`src/rtl/printer_pkg.sv`:
```
// rtl/printer_pkg.sv - shared types and defaults for the printer endpoint
package printer_pkg;

  localparam int BYTE_W           = 8;
  localparam int DEF_PRINT_CYCLES = 16;
  localparam int DEF_FIFO_DEPTH   = 8;

  typedef enum logic [1:0] {
    ST_IDLE  = 2'd0,
    ST_PRINT = 2'd1,
    ST_STALL = 2'd2
  } state_e;

endpackage

```
`src/rtl/printer_fifo.sv`:
```
// rtl/printer_fifo.sv - synchronous show-ahead byte FIFO for received print data
module printer_fifo
  import printer_pkg::*;
#(
  parameter int DEPTH = DEF_FIFO_DEPTH,
  parameter int AW    = $clog2(DEPTH)
) (
  input  logic              clk,
  input  logic              rst_n,
  input  logic              push,
  input  logic [BYTE_W-1:0] wdata,
  input  logic              pop,
  output logic [BYTE_W-1:0] rdata,
  output logic              full,
  output logic              empty,
  output logic [AW:0]       count
);

  logic [BYTE_W-1:0] mem_q [DEPTH];
  logic [AW-1:0]     wr_ptr_q;
  logic [AW-1:0]     rd_ptr_q;
  logic [AW:0]       count_q;
  logic              push_ok;
  logic              pop_ok;

  assign full    = (count_q == (AW+1)'(DEPTH));
  assign empty   = (count_q == '0);
  assign count   = count_q;
  assign rdata   = mem_q[rd_ptr_q];
  assign push_ok = push && !full;
  assign pop_ok  = pop && !empty;

  // Pointers wrap naturally because DEPTH is a power of two.
  always_ff @(posedge clk or negedge rst_n) begin
    if (!rst_n) begin
      wr_ptr_q <= '0;
      rd_ptr_q <= '0;
      count_q  <= '0;
    end else begin
      if (push_ok) wr_ptr_q <= wr_ptr_q + 1'b1;
      if (pop_ok)  rd_ptr_q <= rd_ptr_q + 1'b1;
      count_q <= count_q + (AW+1)'(push_ok) - (AW+1)'(pop_ok);
    end
  end

  always_ff @(posedge clk) begin
    if (push_ok) mem_q[wr_ptr_q] <= wdata;
  end

endmodule

```
`src/rtl/printer_endpoint.sv`:
```
// rtl/printer_endpoint.sv - strobe-driven printer endpoint with busy timing and byte buffer
module printer_endpoint
  import printer_pkg::*;
#(
  parameter int PRINT_CYCLES = DEF_PRINT_CYCLES,
  parameter int FIFO_DEPTH   = DEF_FIFO_DEPTH
) (
  input  logic              clk,
  input  logic              rst_n,
  input  logic              pulse_request,
  input  logic [BYTE_W-1:0] print_data,
  output logic              print_ready,
  output logic              out_valid,
  output logic [BYTE_W-1:0] out_data,
  input  logic              out_ready,
  output logic [15:0]       byte_count,
  output logic              overrun,
  input  logic              clr_err
);

  localparam int CW = $clog2(PRINT_CYCLES);
  localparam int AW = $clog2(FIFO_DEPTH);

  state_e         state_q;
  logic [CW-1:0]  cnt_q;
  logic           prev_q;
  logic           armed_q;
  logic [15:0]    byte_count_q;
  logic           overrun_q;

  logic           accept_ev;
  logic           push;
  logic           pop;
  logic           violate;
  logic           room_next;
  logic           fifo_full;
  logic           fifo_empty;
  logic [AW:0]    fifo_count;

  // armed_q blocks a strobe that was already high when reset released.
  assign accept_ev   = pulse_request && !prev_q && armed_q;
  assign print_ready = (state_q == ST_IDLE) && !fifo_full;
  assign push        = accept_ev && print_ready;
  assign violate     = accept_ev && !print_ready;
  assign out_valid   = !fifo_empty;
  assign pop         = out_valid && out_ready;
  assign room_next   = (fifo_count != (AW+1)'(FIFO_DEPTH)) || pop;
  assign byte_count  = byte_count_q;
  assign overrun     = overrun_q;

  printer_fifo #(
    .DEPTH (FIFO_DEPTH)
  ) u_fifo (
    .clk   (clk),
    .rst_n (rst_n),
    .push  (push),
    .wdata (print_data),
    .pop   (pop),
    .rdata (out_data),
    .full  (fifo_full),
    .empty (fifo_empty),
    .count (fifo_count)
  );

  always_ff @(posedge clk or negedge rst_n) begin
    if (!rst_n) begin
      state_q      <= ST_IDLE;
      cnt_q        <= '0;
      prev_q       <= 1'b0;
      armed_q      <= 1'b0;
      byte_count_q <= 16'h0000;
      overrun_q    <= 1'b0;
    end else begin
      prev_q  <= pulse_request;
      armed_q <= armed_q | ~pulse_request;
      if (push) byte_count_q <= byte_count_q + 16'd1;
      // A new violation wins over a coincident clear.
      if (violate)      overrun_q <= 1'b1;
      else if (clr_err) overrun_q <= 1'b0;
      case (state_q)
        ST_IDLE: begin
          if (push) begin
            cnt_q   <= CW'(PRINT_CYCLES - 1);
            state_q <= ST_PRINT;
          end
        end
        ST_PRINT: begin
          if (cnt_q == '0) state_q <= room_next ? ST_IDLE : ST_STALL;
          else             cnt_q   <= cnt_q - 1'b1;
        end
        ST_STALL: begin
          if (room_next) state_q <= ST_IDLE;
        end
        default: state_q <= ST_IDLE;
      endcase
    end
  end

endmodule

```
`config.mk`:
```
export PLATFORM = sky130hd
export DESIGN_NAME = printer_endpoint
export DESIGN_NICKNAME = d
export VERILOG_FILES = /design/src/rtl/printer_pkg.sv /design/src/rtl/printer_fifo.sv /design/src/rtl/printer_endpoint.sv
export SDC_FILE = /design/constraint.sdc
export NUM_CORES = 1
export LEC_CHECK = 0
export CAP_MARGIN = 10
export CORE_UTILIZATION = 45
export DETAILED_ROUTE_END_ITERATION = 10
export HOLD_SLACK_MARGIN = 0.1
export MAX_ROUTING_LAYER = met4
export PLACE_DENSITY = 0.64
export SLEW_MARGIN = 20
export SYNTH_ARGS = -nofsm -noshare
export SYNTH_HDL_FRONTEND = slang
export SYNTH_SLANG_ARGS = --single-unit
```
`constraint.sdc`:
```
create_clock -name clk -period 4.8 [get_ports clk]
set_input_delay 1.44 -clock clk [delete_from_list [all_inputs] [get_ports clk]]
set_output_delay 1.44 -clock clk [all_outputs]
set_load 0.02 [all_outputs]
```
==> images/clock_map.png <==
Scale bar: 20 um.
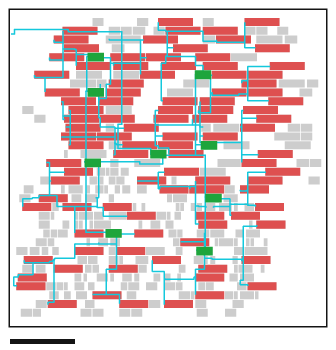
[flip-flops] red | count: 99
[clock wires] cyan | length: 1030 um
[cells driving clock nets] green | count: 9
flops lie: spread over the die

==> images/metal_stack.png <==
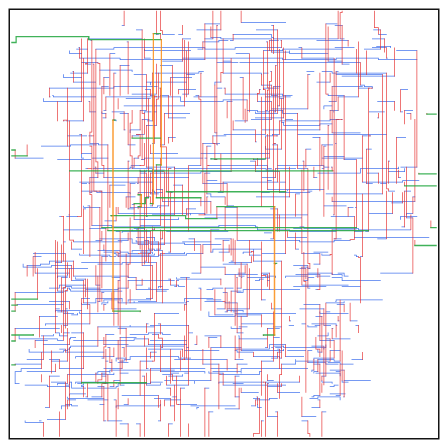
| layer | color | wire length |
|---|---|---|
| met1 | blue | 3280 um |
| met4 | orange | 143 um |
| met3 | green | 377 um |
| met2 | red | 3350 um |

==> images/final_placement.png <==
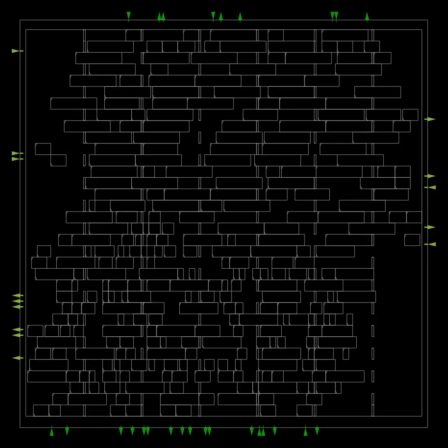
Tap Cells: 108
Final Util: 55.9%

==> impl_metrics.ini <==
; yosys + openroad results
[yosys]
async_flop_share_pct = 35.4
netlist_instances = 251
yosysWarnings = 0
synth-simple-area-share_pct = 8.38
synthTopCellsByArea = edfxtp_1 47%, dfrtp_1 21%, mux4_2 8.8%
yosys_area_um2 = 4110
common_cells = 64 x edfxtp_1, 35 x dfrtp_1, 19 x nand2_1
synth-edff-count = 64

[floorplanning]
pin_count = 40
fp.dieArea_um2 = 9510
die_width_um = 97.5

[final_timing]
whs_ns = 0.474
layout_setup_ws_ns = 0.692
slew_violations = 0
fin_crit_ns = 4.11
fmax_mhz = 243
worst_pin_slew_ns = 0.804
finalClockPeriodUsage_pct = 85.6
finalSetupViolations = 0

[drt]
wl_met3_um = 377
drtPass1Iterations = 4
vias = 2230

[clock_tree]
clk_latency_ns = 0.36
clockBufferDepth = 2
ctsHoldBuffers = 0
cts_root_buffer = clkbuf_8
cts_sinks = 99
post_cts_resized = 0

[placed_design]
io_buffers = 39
dp_worst_setup_slack_ns = 0.707

[power]
p_sw_share_pct = 32.2
p_leak_uw = 0.00181
internal_power_uw = 1720
powerSeq_uw = 1180
switching_power_uw = 817
p_per_area_nw_per_um2 = 517
combPwrFrac_pct = 31.6

[critical_path]
cp_cell_sequence = buf_12 > mux4_2 > mux2_2 > clkdlybuf4s50_1
cp_data_arrival_time_ns = 2.67
required_ns = 3.36
crit_path_end_kind = primary output

[finish]
layout.cells.most_common = edfxtp_1
nNonClkBuffers = 49
final_cell_mix = 64 x edfxtp_1, 39 x clkdlybuf4s50_1, 35 x dfrtp_1
buf_share_pct = 9.75
largest-register = u_fifo.mem_q
num-clock-buffers = 9

[global_route]
antenna_found_initial = 0
top_usage_layer = met1
grt_pass1_wl_mm = 11.7
track_usage_pct = 16.9
use_met3_pct = 2.66
use_met1_pct = 24.0

[run]
max-cap-violations = 0

[run_status]
status = completed
==> images/zoom.png <==
Window x 29 to 69, y 9 to 49 um. Cells in gray, sequential cells in the stronger gray; small squares are vias.
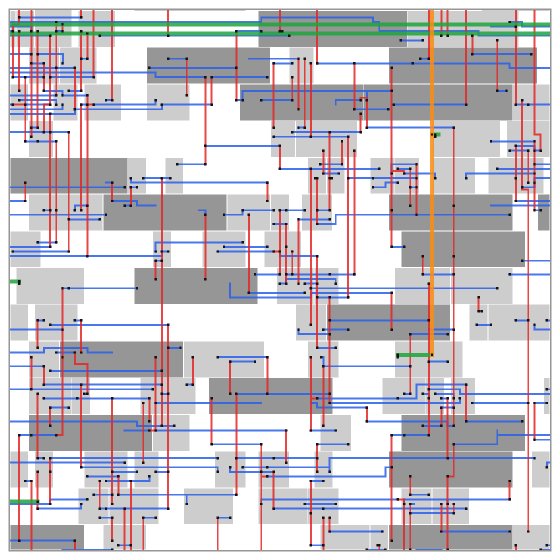
| layer | color |
|---|---|
| met3 | green |
| met2 | red |
| met4 | orange |
| met1 | blue |
cells with their middle in the window: 88
most frequent: dfrtp_1 (15), inv_1 (6)
sequential cells in the window: 18
netlist names of flops here include: byte_count (5), cnt_q (4), u_fifo.mem_q (3)

==> images/met3.png <==
Scale bar: 20 um.
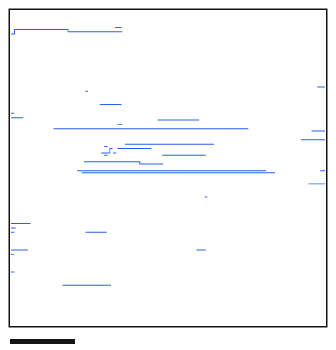
nets with wire on the layer: 24
share of all routed wire: 5.3%
longest straight run: 59.8 um
wire length on this layer: 377 um
main direction: horizontal

